Fig. 1: ports around the boundary
Pins as bars across the die edge, other pins in grey.
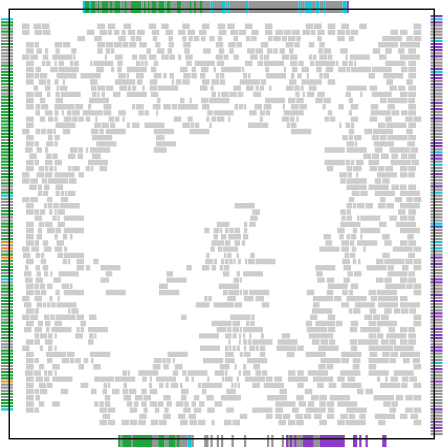
Fig. 2: sequential cells coloured by netlist name
Other sequential cells in the stronger grey, the rest of the logic in the fainter grey.
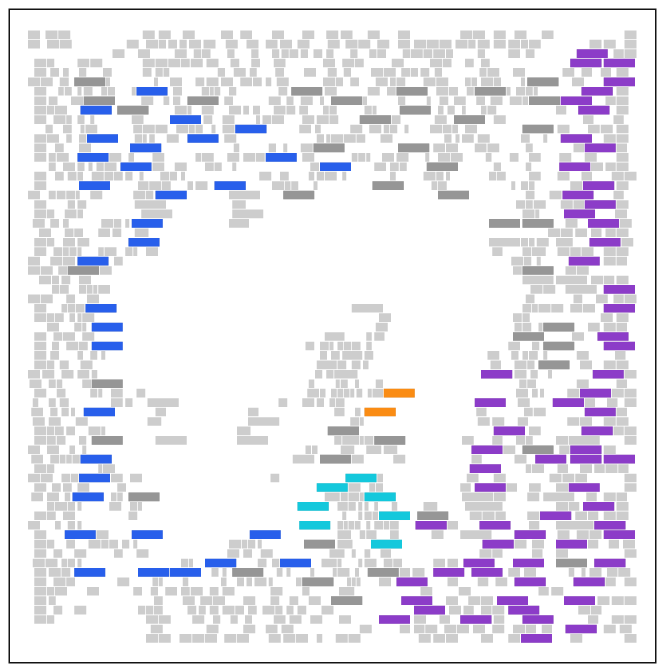
Fig. 3: clock wires, drivers and flops
Scale bar: 50 um.
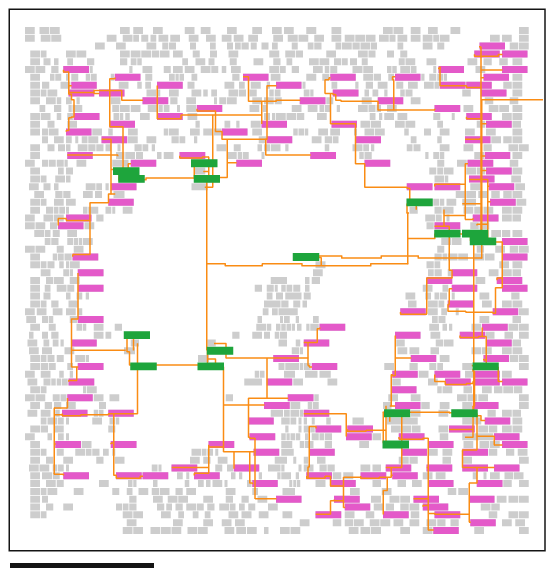
Fig. 4: M4 wires
Cells faint in the background.
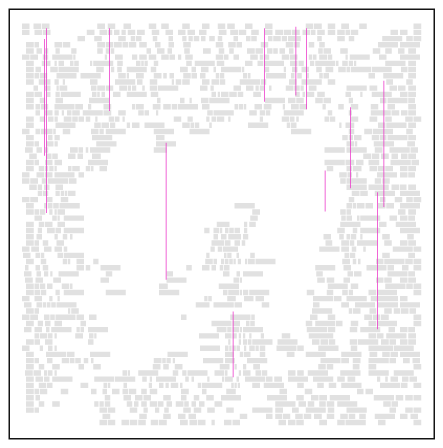
Fig. 5: track usage over the die
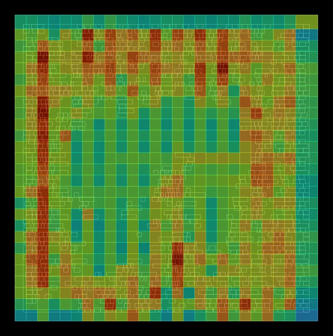
Design mult_share_arbiter, sky130hd; sources not shown.
==> design notes <==
The hold-critical path depth is 1. Setup repair after global routing left no endpoint under its margin. In this run, placement finished with an instance count of 1581. After layout, the minimum clock period comes to 5.63 ns. The fraction of synthesis flops using an asynchronous set or reset pin is 1.00, and the wire length on met1 is 14300 um. The run gives 1 as the antenna diode count. The run gives 482 for the number of buffers outside the clock class in the layout.

The post-synthesis cell count is 790. Total grt overflow: 0. Clock tree synthesis selected as its root buffer the cell sky130_fd_sc_hd__clkbuf_16.

The final timing report lists clock skew as 0.0102 ns. The proportion of synthesized chip area in sequential cells was 0.479. The run gives 8564 for the number of global-route vias before repair.

The tools report the count of routing violations after the opening detailed-route iteration as 438. The type of the worst setup path was in -> out. TritonCTS built the clock tree.

STA classifies the critical path startpoint as an input pin. The first global-routing pass estimated 52600 um of wire. Length of the first detailed-routing pass in iterations: 5. The wire-length estimate of the detail-placed layout is 25200 um. The largest total area in the synthesized netlist belongs to sky130_fd_sc_hd__dfrtp_1. The run gives 2 as the maximum number of buffers from clock root to sink. At the end of routability-driven placement, the weighted congestion stood at 0.869. Maximum frequency from static timing analysis: 178 MHz. The path category of the worst min-delay check is reg -> reg.

The cell that appears most often on the critical path is sky130_fd_sc_hd__clkdlybuf4s50_1. The final report lists a non-filler cell total of 1614. With the clock tree buffer count of the final layout at 18, the part of the total power dissipated in sequential elements is 0.297. The tools report the number of nets at floorplan as 1128.

The initialized floorplan defines 65 standard-cell rows. For the combinational share of power, the log shows 0.509. The fraction of power spent switching nets is 0.375. The run gives 2.27 ns for the final worst setup slack.

The count of buffer and inverter cells on the critical path was 2. The worst hold margin came out at 0.475 ns. The report counts max-capacitance violations totalling 0.

Number of warnings reported in the yosys synthesis log: 0. The growth of design area from synthesis to finish came out at 71.8%. The dominant kind of combinational cell was AND-OR/OR-AND gates. The logs give 0 for the number of max-slew violations in the final report and 5.31 nW for the leakage dissipation. For reference, the top cells by count after synthesis are sky130_fd_sc_hd__dfrtp_1 (147), sky130_fd_sc_hd__a21oi_1 (71), sky130_fd_sc_hd__nor2_1 (70). The register with the most flip-flops in the layout has 64 of them. The total number of multi-input combinational cells was 539.

The portion of the layout cell area used by non-clock buffers was 0.363; the compound-gate portion of the synthesized area was 0.323. The run gives 0 as the remaining routing DRC violations. According to the cell report, flip-flops and latches in the layout number 147. The run finished with clean final reports.

The filler cells instantiated in the layout total 3009. The core region is 31100 um2. Entering global routing, the biggest net connects 94 pins. The top routing layer in use was met4. The run gives 0.00114 for the share of the synthesized netlist area taken by xor and xnor gates. After routing, the total negative slack on setup checks comes to 0 ns. The area taken by multi-input combinational cells is reported as 3550 um2.

The largest single stage delay on the critical path is 0.74 ns. The internal power of the cells totals 2.80 mW. Per the synthesis report, the number of distinct cell types is 43.

The run gives 0.399 for the worst-case headroom to the max-slew limit. For the number of buffers inserted by hold repair at cts, the log shows 0. The wire length on met3 was 2830 um.

The clock network area share is 0.0474. For the worst flop-to-flop path, the logic depth is 6. The adder-cell share of the synthesized area was 0.00978; the cell area after layout was 13200 um2. Number of cells in Yosys stat: 790.
-- Fig. 1 (at the start) --
| colour | port | pins | direction | edge |
|---|---|---|---|---|
| orange | req_signed | 4 | input | left |
| purple | rsp_result | 64 | output | 37 right, 26 bottom, 1 top |
| cyan | mul_a | 32 | output | 16 top, 10 right, 4 left, 2 bottom |
| blue | mul_load | 1 | output | right |
| green | req_b | 128 | input | 75 left, 32 top, 21 bottom |
all pins by edge: 136 right, 127 top, 127 left, 80 bottom
die span in x: 186 um
height of the die: 188 um
total of buffers placed on input and output ports: 469

-- Fig. 2 (at the start) --
| colour | signal | flops |
|---|---|---|
| orange | r_owner | 2 |
| blue | mul_b | 32 |
| cyan | r_cnt | 7 |
| purple | rsp_result | 64 |
total area of sequential cells: 3680 um2
final core area utilization: 0.424
Seq area share: 0.279
power drawn by the sequential cells: 1.33 mW

-- Fig. 3 (at the start) --
[magenta] flip-flops | count: 147
[green] cells driving clock nets | count: 17
[orange] clock wires | length: 2320 um
routed clock nets: 18
worst-skew pair later-pin latency: 0.43 ns
Clock Power: 0.870 mW

-- Fig. 4 (at the start) --
wire length on this layer: 522 um
main direction: vertical
longest straight run: 80.9 um
share of all routed wire: 1.5%
total detailed-routing wirelength: 35400 um
overall via count from detail_route: 8261

-- Fig. 5 (at the start) --
routing usage on met1: 0.236
average detailed-routed wire length per instance: 21.9 um
met3 routing resource usage after global routing: 0.0537
overall routing resource usage: 0.193
M2 GR Usage: 0.338

Power and IR drop assume default switching activity.
